## src/rtl/guess_solver_pkg.sv

```systemverilog
// guess_solver_pkg: FSM state encoding and width helpers shared by the guess solver.
package guess_solver_pkg;

    typedef enum logic [2:0] {
        IDLE,
        BASE_ISSUE,
        BASE_WAIT,
        PROBE_ISSUE,
        PROBE_WAIT,
        FINAL_ISSUE,
        FINAL_WAIT,
        DONE
    } state_t;

    localparam int N_DEF = 6;

    function automatic int cnt_w(input int n);
        return $clog2(n + 1);
    endfunction

    function automatic int gcnt_w(input int n);
        return $clog2(n + 3);
    endfunction

endpackage

```

## src/rtl/guess_solver.sv

```systemverilog
// guess_solver: recovers an N-bit hidden target from match-count feedback using
// one all-zero baseline guess, N one-hot probes and a final confirming guess.
module guess_solver
    import guess_solver_pkg::*;
#(
    parameter int N = N_DEF,
    localparam int CW = $clog2(N + 1),
    localparam int GW = gcnt_w(N)
) (
    input  logic          clk,
    input  logic          Reset,
    input  logic          Start,
    output logic [N-1:0]  Guess_num,
    output logic          Guess_valid,
    input  logic [CW-1:0] Feedback_cnt,
    input  logic          Feedback_valid,
    output logic [N-1:0]  Solved_num,
    output logic          Done,
    output logic          Error,
    output logic [GW-1:0] Guess_count
);

    state_t        r_state;
    logic [N-1:0]  r_guess;
    logic          r_gvalid;
    logic [N-1:0]  r_solved;
    logic          r_done;
    logic          r_err;
    logic [GW-1:0] r_gcnt;
    logic [CW-1:0] r_c0;
    logic [CW-1:0] r_idx;
    logic          w_fb;
    logic [GW-1:0] w_gcnt_nxt;

    // Feedback landing in the same cycle as the guess pulse cannot belong to it.
    assign w_fb       = Feedback_valid && !r_gvalid;
    assign w_gcnt_nxt = (r_gcnt == '1) ? r_gcnt : r_gcnt + 1'b1;

    always_ff @(posedge clk or posedge Reset) begin
        if (Reset) begin
            r_state  <= IDLE;
            r_guess  <= '0;
            r_gvalid <= 1'b0;
            r_solved <= '0;
            r_done   <= 1'b0;
            r_err    <= 1'b0;
            r_gcnt   <= '0;
            r_c0     <= '0;
            r_idx    <= '0;
        end else begin
            r_gvalid <= 1'b0;
            case (r_state)
                IDLE, DONE: begin
                    if (Start) begin
                        r_state <= BASE_ISSUE;
                        r_done  <= 1'b0;
                        r_err   <= 1'b0;
                        r_gcnt  <= '0;
                        r_idx   <= '0;
                    end
                end
                BASE_ISSUE: begin
                    r_guess  <= '0;
                    r_gvalid <= 1'b1;
                    r_gcnt   <= w_gcnt_nxt;
                    r_state  <= BASE_WAIT;
                end
                BASE_WAIT: begin
                    if (w_fb) begin
                        r_c0    <= Feedback_cnt;
                        r_state <= PROBE_ISSUE;
                    end
                end
                PROBE_ISSUE: begin
                    r_guess  <= N'(1) << r_idx;
                    r_gvalid <= 1'b1;
                    r_gcnt   <= w_gcnt_nxt;
                    r_state  <= PROBE_WAIT;
                end
                PROBE_WAIT: begin
                    if (w_fb) begin
                        r_solved[r_idx] <= Feedback_cnt > r_c0;
                        r_idx           <= (r_idx == CW'(N - 1)) ? r_idx : r_idx + 1'b1;
                        r_state         <= (r_idx == CW'(N - 1)) ? FINAL_ISSUE : PROBE_ISSUE;
                    end
                end
                FINAL_ISSUE: begin
                    r_guess  <= r_solved;
                    r_gvalid <= 1'b1;
                    r_gcnt   <= w_gcnt_nxt;
                    r_state  <= FINAL_WAIT;
                end
                FINAL_WAIT: begin
                    if (w_fb) begin
                        r_err   <= Feedback_cnt != CW'(N);
                        r_done  <= 1'b1;
                        r_state <= DONE;
                    end
                end
                default: r_state <= IDLE;
            endcase
        end
    end

    assign Guess_num   = r_guess;
    assign Guess_valid = r_gvalid;
    assign Solved_num  = r_solved;
    assign Done        = r_done;
    assign Error       = r_err;
    assign Guess_count = r_gcnt;

endmodule

```

## config.mk

```make
export PLATFORM = sky130hd
export DESIGN_NAME = guess_solver
export DESIGN_NICKNAME = d
export VERILOG_FILES = /design/src/rtl/guess_solver_pkg.sv /design/src/rtl/guess_solver.sv
export SDC_FILE = /design/constraint.sdc
export NUM_CORES = 1
export LEC_CHECK = 0
export CAP_MARGIN = 20
export CELL_PAD_IN_SITES_DETAIL_PLACEMENT = 1
export CELL_PAD_IN_SITES_GLOBAL_PLACEMENT = 1
export CORE_MARGIN = 3
export CORE_UTILIZATION = 39
export CTS_BUF_LIST = sky130_fd_sc_hd__clkbuf_2 sky130_fd_sc_hd__clkbuf_4 sky130_fd_sc_hd__clkbuf_8
export DETAILED_ROUTE_END_ITERATION = 16
export GPL_ROUTABILITY_DRIVEN = 1
export PLACE_DENSITY_LB_ADDON = 0.1
export REMOVE_ABC_BUFFERS = 1
export SYNTH_ARGS = -nofsm -noshare
export SYNTH_HDL_FRONTEND = slang
export SYNTH_SLANG_ARGS = --single-unit
```

## constraint.sdc

```tcl
create_clock -name clk -period 3.2 [get_ports clk]
set_input_delay 0.8 -clock clk [delete_from_list [all_inputs] [get_ports clk]]
set_output_delay 0.8 -clock clk [all_outputs]
set_load 0.01 [all_outputs]
```

==> flow_metrics.env <==
# source this file to load flow results
export IMPL_min_path_cells=2
export IMPL_max_freq_mhz=453
export IMPL_aoi_share_pct=17.5
export IMPL_clock_buffers=4
export IMPL_p_total_uw=1610
export IMPL_antenna_found_initial=0
export IMPL_min_period_over_period_pct=68.9
export IMPL_final_max_slew_viol_count=0
export IMPL_logic_gate_count=115
export IMPL_hold_buffers=0
export IMPL_n_all_buffers=26
export IMPL_fin_cells=236
export IMPL_lay_top_cells="dfrtp_1, clkdlybuf4s50_1, nand2_1, nand3_1, inv_1"
export IMPL_path_depth=6
export IMPL_top_cell="dfrtp_1"
export IMPL_grt_usage_pct=17.5
export IMPL_pg_comb_uw=702
export IMPL_highest_layer="met4"
export IMPL_timing_max_slew_rel_slack_pct=55.1
export IMPL_finalHoldViolations=0
export IMPL_end_kind="flip-flop"
export IMPL_fa_ha_area_share_pct=7.11
export IMPL_placed_cells=232
export IMPL_stdcell_area_sq_mm=0.00191
export IMPL_numCtsBuffers=3
export IMPL_outcome="completed"
export IMPL_yosysUniqueCellTypes=39
export IMPL_finalClockSkew_ns=0.00492
export IMPL_design_core_area_sq_mm=0.00380
export IMPL_rr_startpoint="r_state[0]"
export IMPL_clock_latency_ns=0.28
export IMPL_min_to="Guess_num[1]"
export IMPL_synthArstFlopShare_pct=100
export IMPL_crit_arrival_ns=2.43
export IMPL_flop_cell="dfrtp_1"
export IMPL_yosysCellCount=165
export IMPL_critPathRequiredTime_ns=3.42
export IMPL_syn_inst=165
export IMPL_fp_util_pct=41.7
export IMPL_netlist_area_sq_mm=0.00158
export IMPL_xor_share_pct=0
export IMPL_mostFrequentLayoutCell="dfrtp_1"
export IMPL_busiest_layer="met2"
export IMPL_drive_gt1_share_pct=10.1
export IMPL_ys_area_sq_mm=0.00158
export IMPL_power_frac_seq_pct=42.2
export IMPL_power_density_mw_per_mm2=845
export IMPL_top_cells_by_count="dfrtp_1, nand2_1, nand3_1"
export IMPL_grt_first_pass_wirelength_um=6890
export IMPL_logic_area_sq_um=776
export IMPL_slowest_delay_ns=0.46
export IMPL_routed_wl_met3_um=128
export IMPL_avgSynthCellArea_sq_um=9.59
export IMPL_vias_per_cell=5.58
export IMPL_worst_r2r_endpoint="r_idx[1]"
export IMPL_ctsHtreeMaxLevel=1
export IMPL_place_port_buffers=25
export IMPL_seq_area_frac_synth_pct=44.3
export IMPL_first_pass_iters=4
export IMPL_ys_flops=28
export IMPL_worstPathCellList="clkdlybuf4s50_1 -> ha_1 -> nor2b_1 -> o21ai_0 -> a32oi_1 -> mux2_2"
export IMPL_drt_iter0_drc=33
export IMPL_swShare_pct=42.7
export IMPL_drcViolationCount=0
export IMPL_root_buffer="clkbuf_8"
export IMPL_worstSetupPathType="in -> reg"
export IMPL_pre_cts_slack_ns=0.663
export IMPL_path_delay_family="buffers and inverters"
export IMPL_power_top_consumer="combinational cells"
export IMPL_clkSlewWorstSetupHoldPaths_ns=0.10
export IMPL_logic_family="simple AND/OR/NAND/NOR gates"
export IMPL_switchingPower_uw=688
export IMPL_post_cts_buffers=0
export IMPL_setup_ws_ns=0.994
export IMPL_wl_per_cell_um=16.5
export IMPL_rsz0062_at_grt="false"
export IMPL_dp_hpwl_um=2960
Fig. 1: the metal 1 layer
Drawn at 6 px/um. Supply wires on this layer in gray.
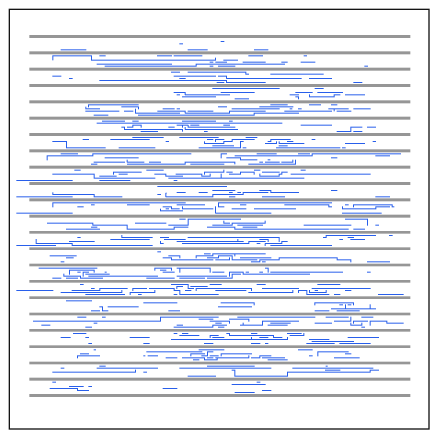
The layer carries 1,950 um of wire. The longest straight run is 30.8 um. The layer holds 50% of the routed length. 183 nets have wire on it.
final wirelength: 3890 um
met1 Use GR: 24.1%
DR vias: 1,317

Fig. 2: metal 2
Drawn at 4 px/um.
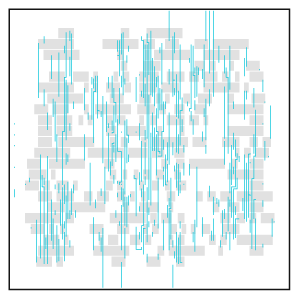
181 nets have wire on it. The layer holds 45% of the routed length.
GR Layer Usage met2: 28.8%

Fig. 3: signal wires on met3
Drawn at 6 px/um.
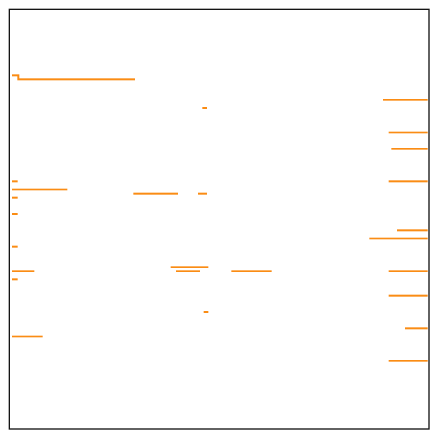
23 nets have wire on it. The longest straight run is 19.3 um. The layer holds 3.3% of the routed length.
Global Route met3 Usage: 2.03%

Fig. 4: placement view
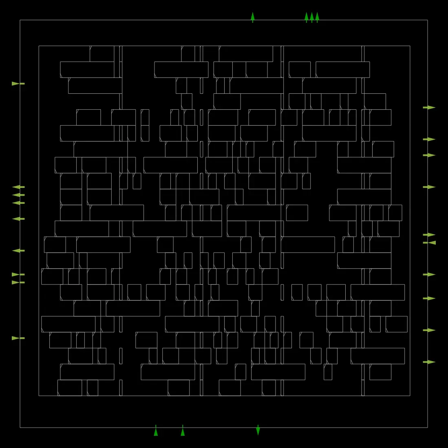
n_taps: 48
Rows: 22

